<file path="config.mk">
export PLATFORM = sky130hd
export DESIGN_NAME = mux2_arbiter
export DESIGN_NICKNAME = d
export VERILOG_FILES = /design/src/rtl/mux2_arbiter_pkg.sv /design/src/rtl/mux2_arbiter_hold_cnt.sv /design/src/rtl/mux2_arbiter.sv
export SDC_FILE = /design/constraint.sdc
export NUM_CORES = 1
export LEC_CHECK = 0
export CAP_MARGIN = 10
export CORE_UTILIZATION = 52
export CTS_BUF_LIST = sky130_fd_sc_hd__clkbuf_2 sky130_fd_sc_hd__clkbuf_4 sky130_fd_sc_hd__clkbuf_8
export DETAILED_ROUTE_END_ITERATION = 10
export PLACE_DENSITY = 0.95
export SYNTH_ARGS = -nofsm -noshare
export SYNTH_HDL_FRONTEND = slang
export SYNTH_SLANG_ARGS = --single-unit
</file>
<file path="constraint.sdc">
create_clock -name clk -period 3.98 [get_ports clk]
set_input_delay 0.796 -clock clk [delete_from_list [all_inputs] [get_ports clk]]
set_output_delay 0.796 -clock clk [all_outputs]
set_load 0.03 [all_outputs]
</file>
<file path="src/rtl/mux2_arbiter_pkg.sv">
// Shared types and constants for the two-requester round-robin mux arbiter.
package mux2_arbiter_pkg;

    typedef enum logic [1:0] {
        IDLE = 2'd0,
        OWN0 = 2'd1,
        OWN1 = 2'd2
    } state_t;

    localparam logic OWNER0 = 1'b0;
    localparam logic OWNER1 = 1'b1;

endpackage

</file>
<file path="src/rtl/mux2_arbiter_hold_cnt.sv">
// Saturating hold counter: load-to-1 on grant entry, count while the owner
// stays, clear when the bus goes idle.
module mux2_arbiter_hold_cnt #(
    parameter int MAX = 4,
    parameter int CW  = $clog2(MAX + 1)
) (
    input  logic clk,
    input  logic rst_n,
    input  logic load,
    input  logic inc,
    input  logic clr,
    output logic at_max
);

    logic [CW-1:0] cnt;

    assign at_max = (cnt == CW'(MAX));

    always_ff @(posedge clk or negedge rst_n) begin
        if (!rst_n) begin
            cnt <= '0;
        end else if (load) begin
            cnt <= CW'(1);
        end else if (clr) begin
            cnt <= '0;
        end else if (inc && !at_max) begin
            cnt <= cnt + 1'b1;
        end
    end

endmodule

</file>
<file path="src/rtl/mux2_arbiter.sv">
// Round-robin arbiter for a shared 2:1 mux with bounded hold under contention
// and a registered output stage aligned with the grants.
//
// state | meaning
// IDLE  | no owner; sel and y hold their last values
// OWN0  | requester 0 owns the bus, y follows d0
// OWN1  | requester 1 owns the bus, y follows d1
module mux2_arbiter
    import mux2_arbiter_pkg::*;
#(
    parameter int WIDTH    = 8,
    parameter int MAX_HOLD = 4
) (
    input  logic             clk,
    input  logic             rst_n,
    input  logic             req0,
    input  logic             req1,
    input  logic [WIDTH-1:0] d0,
    input  logic [WIDTH-1:0] d1,
    output logic             gnt0,
    output logic             gnt1,
    output logic             sel,
    output logic [WIDTH-1:0] y,
    output logic             y_valid
);

    state_t state;
    state_t state_nxt;
    logic   last;
    logic   sel_nxt;
    logic   at_max;
    logic   entry;
    logic   stay;

    always_comb begin
        state_nxt = state;
        unique case (state)
            IDLE: begin
                if (req0 && req1) state_nxt = (last == OWNER1) ? OWN0 : OWN1;
                else if (req0)    state_nxt = OWN0;
                else if (req1)    state_nxt = OWN1;
                else              state_nxt = IDLE;
            end
            OWN0: begin
                if (!req0)                 state_nxt = req1 ? OWN1 : IDLE;
                else if (req1 && at_max)   state_nxt = OWN1;
                else                       state_nxt = OWN0;
            end
            OWN1: begin
                if (!req1)                 state_nxt = req0 ? OWN0 : IDLE;
                else if (req0 && at_max)   state_nxt = OWN0;
                else                       state_nxt = OWN1;
            end
            default: state_nxt = IDLE;
        endcase
    end

    assign entry = (state_nxt != IDLE) && (state_nxt != state);
    assign stay  = (state_nxt != IDLE) && (state_nxt == state);

    // sel only moves when someone is granted; it parks on the last owner when idle
    always_comb begin
        sel_nxt = sel;
        if (state_nxt == OWN0)      sel_nxt = OWNER0;
        else if (state_nxt == OWN1) sel_nxt = OWNER1;
    end

    mux2_arbiter_hold_cnt #(
        .MAX (MAX_HOLD),
        .CW  ($clog2(MAX_HOLD + 1))
    ) u_hold_cnt (
        .clk    (clk),
        .rst_n  (rst_n),
        .load   (entry),
        .inc    (stay),
        .clr    (state_nxt == IDLE),
        .at_max (at_max)
    );

    always_ff @(posedge clk or negedge rst_n) begin
        if (!rst_n) begin
            state   <= IDLE;
            gnt0    <= 1'b0;
            gnt1    <= 1'b0;
            last    <= OWNER1;
            sel     <= OWNER0;
            y       <= '0;
            y_valid <= 1'b0;
        end else begin
            state   <= state_nxt;
            gnt0    <= (state_nxt == OWN0);
            gnt1    <= (state_nxt == OWN1);
            sel     <= sel_nxt;
            y_valid <= (state_nxt != IDLE);
            if (entry) last <= sel_nxt;
            if (state_nxt != IDLE) y <= sel_nxt ? d1 : d0;
        end
    end

endmodule

</file>
Metal layers overlaid:
Two of the layers only.
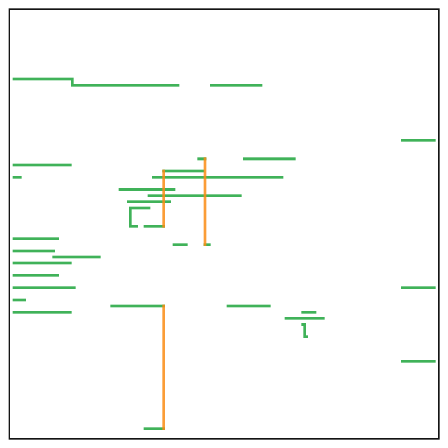
legend:
  green:
    layer: M3
    wire_length: 155 um
  orange:
    layer: M4
    wire_length: 29.2 um

Signal wires on met2:
Bar = 10 um.
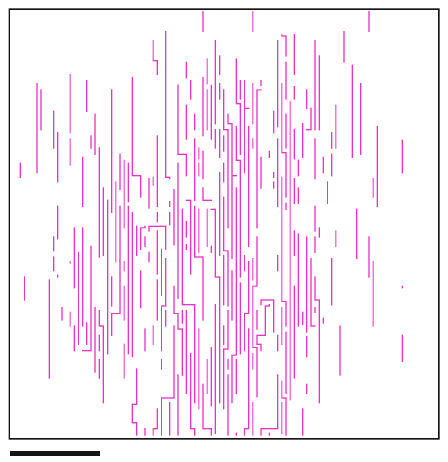
longest straight run: 33.0 um
share of all routed wire: 51%

Sequential cells grouped by signal name:
Other sequential cells in the stronger gray, the rest of the logic in the fainter gray.
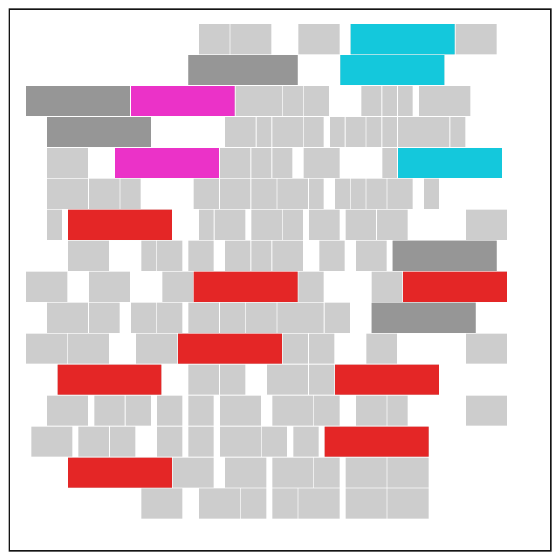
legend:
  magenta:
    netlist_name: `state`
    flops: 2
  red:
    netlist_name: `y`
    flops: 8
  cyan:
    netlist_name: `u_hold_cnt.cnt`
    flops: 3

==> flow_metrics.py <==
# Flow results
metrics = {
    "status": {
        "outcome": "finished clean",
    },
    "timing": {
        "tightest_slew_ns": 0.797,
        "maxSlewViolCount": 0,
        "fmax_ghz": 0.386,
        "holdWs_ns": 0.510,
        "min_period_ns": 2.59,
        "tns_ns": 0,
        "relSlewSlack": 0.467,
        "rsz0062_at_grt": "no",
        "finalClockPeriodUsage": 0.651,
        "skew_ns": 0.00960,
        "setup-violations-final": 0,
    },
    "worst_setup_path": {
        "crit_end": "y[7]",
        "r2r_cells": 6,
        "cp-start-kind": "input pin",
        "criticalPathCategory": "in2reg",
        "timing.rr.start": "u_hold_cnt.cnt[0]",
        "path_max_fanout": 14,
        "r2r-end": "y[7]",
        "cp-startpoint": "req1",
        "worst_ep_required_time_ns": 4.14,
        "rrSetupSlack_ns": 1.92,
        "endpoint_kind": "register",
    },
    "logic_synthesis": {
        "syn_nets": 132,
        "edf_count": 0,
        "ys.flops": 18,
        "ys_chip_area_sq_um": 1070,
        "area_leaders": "dfrtp_1 40%, buf_6 7.3%, o31ai_1 7.0%",
        "ys_types": 29,
        "netlist_area_sq_um": 1070,
        "ys_async_sr_fraction": 1.00,
        "avgSynthCellArea_sq_um": 9.76,
        "yosysWarnings": 0,
        "syn-instance-count": 110,
        "synth_seq_share": 0.421,
        "ff_type": "dfrtp_1",
        "yosys_cells": 110,
    },
    "grt": {
        "antenna_found_initial": 0,
        "grt_pass1_wl_mm": 3.98,
        "grt_max_degree": 19,
        "overflow": 0,
    },
    "cells_and_area": {
        "comb_share": 0.360,
        "nNetsFinal": 156,
        "nonClkBufAreaFrac": 0.234,
        "seq_cells": 18,
        "largestClassByArea": "combinational gates",
        "lay_top_cells": "31 x clkdlybuf4s50_1, 17 x dfrtp_1, 11 x a31oi_1",
        "area_delta_synth_final_pct": 23.4,
        "lay_top_count": "clkdlybuf4s50_1",
        "comb_cells": 74,
        "antennaDiodeCount": 0,
        "inverters_excl_clock": 6,
        "n_fill_cell": 151,
        "seq_area_sq_um": 452,
        "signal_buffers": 31,
        "clock_tree_area_fraction": 0.0227,
        "comb_area_sq_um": 477,
        "clockBufferCount": 4,
    },
    "die": {
        "well_tap_count": 27,
        "die_width_um": 47.4,
        "die_h_um": 47.4,
        "rows": 16,
        "chip_area_sq_um": 2250,
    },
    "cts": {
        "cts_made_buffers": 3,
        "clk_latency_ns": 0.29,
        "cts_setup_buffers": 0,
        "cts_max_level": 1,
        "cts_tree": "yes",
        "ctsHoldBuffers": 0,
        "cts-resized-gates": 0,
    },
    "job": {
        "drv_cap": 0,
        "warning_count": 27,
    },
    "route": {
        "vias_per_cell": 6.19,
        "drtIter0Drc": 28,
        "routed_wl_mm": 2.47,
        "drc": 0,
        "vias": 991,
    },
    "placement": {
        "port-buffer-count": 31,
        "place_hpwl_mm": 1.76,
        "globalplace.congestion": 0.863,
    },
    "pwr": {
        "powerDensity_nw_per_um2": 446,
    },
    "worst_hold_path": {
        "holdPathEnd": "sel",
        "holdPathStages": 1,
    },
}
stage by stage:
step           setup WS (ns)  utilization  std cells  area (sq um)  power, W
2_1_floorplan           2.10            -        110          1070  0.000417
3_3_place_gp            1.33        0.667        156          1290  0.000487
3_5_place_dp            1.20        0.667        156          1290  0.000493
4_1_cts                 1.47        0.682        160          1330  0.000594
5_1_grt                 1.28        0.682        160          1330  0.000625
6_report                1.39        0.682        160          1330  0.000591
worst max-delay path, stage by stage:
cell and delay (ns):
clkdlybuf4s50_1 0.78, a31oi_1 0.20, nor2b_1 0.56, or3_4 0.32, a31oi_1 0.10
sequential cells by signal, indices dropped and copies added (netlist names):
| register | flops |
|---|---|
| y | 8 |
| u_hold_cnt.cnt | 3 |
| state | 2 |
| gnt0 | 1 |
| gnt1 | 1 |
| last | 1 |
| sel | 1 |
| y_valid | 1 |
cells by family (layout without fill, tap and decap cells):
| kind of cell | after synthesis | count (layout) | synth area share |
|---|---|---|---|
| buffers and inverters | 18 | 41 | 0.135 |
| AOI/OAI and AO/OA | 37 | 37 | 0.237 |
| adders and majority gates | 2 | 2 | 0.0233 |
| and+or+nand+nor | 35 | 35 | 0.184 |
| DFF | 18 | 18 | 0.421 |
per-layer routing:
metal,track usage,vias up,part of all wire
met4,0.114,0,0.012
li1,-,469,-
met3,0.0566,6,0.063
met2,0.411,46,0.51
met5,0,-,0
met1,0.319,470,0.42
where the power goes:
part	leakage [nW]	total [W]	switching, W	internal, W
Clock	0.0184	0.0000986	0.0000529	0.0000457
Sequential	0.214	0.000250	0.0000303	0.000220
Combinational	0.291	0.000242	0.000136	0.000106
Total	0.524	0.000591	0.000219	0.000371
Power is estimated from default activity; no workload was simulated.
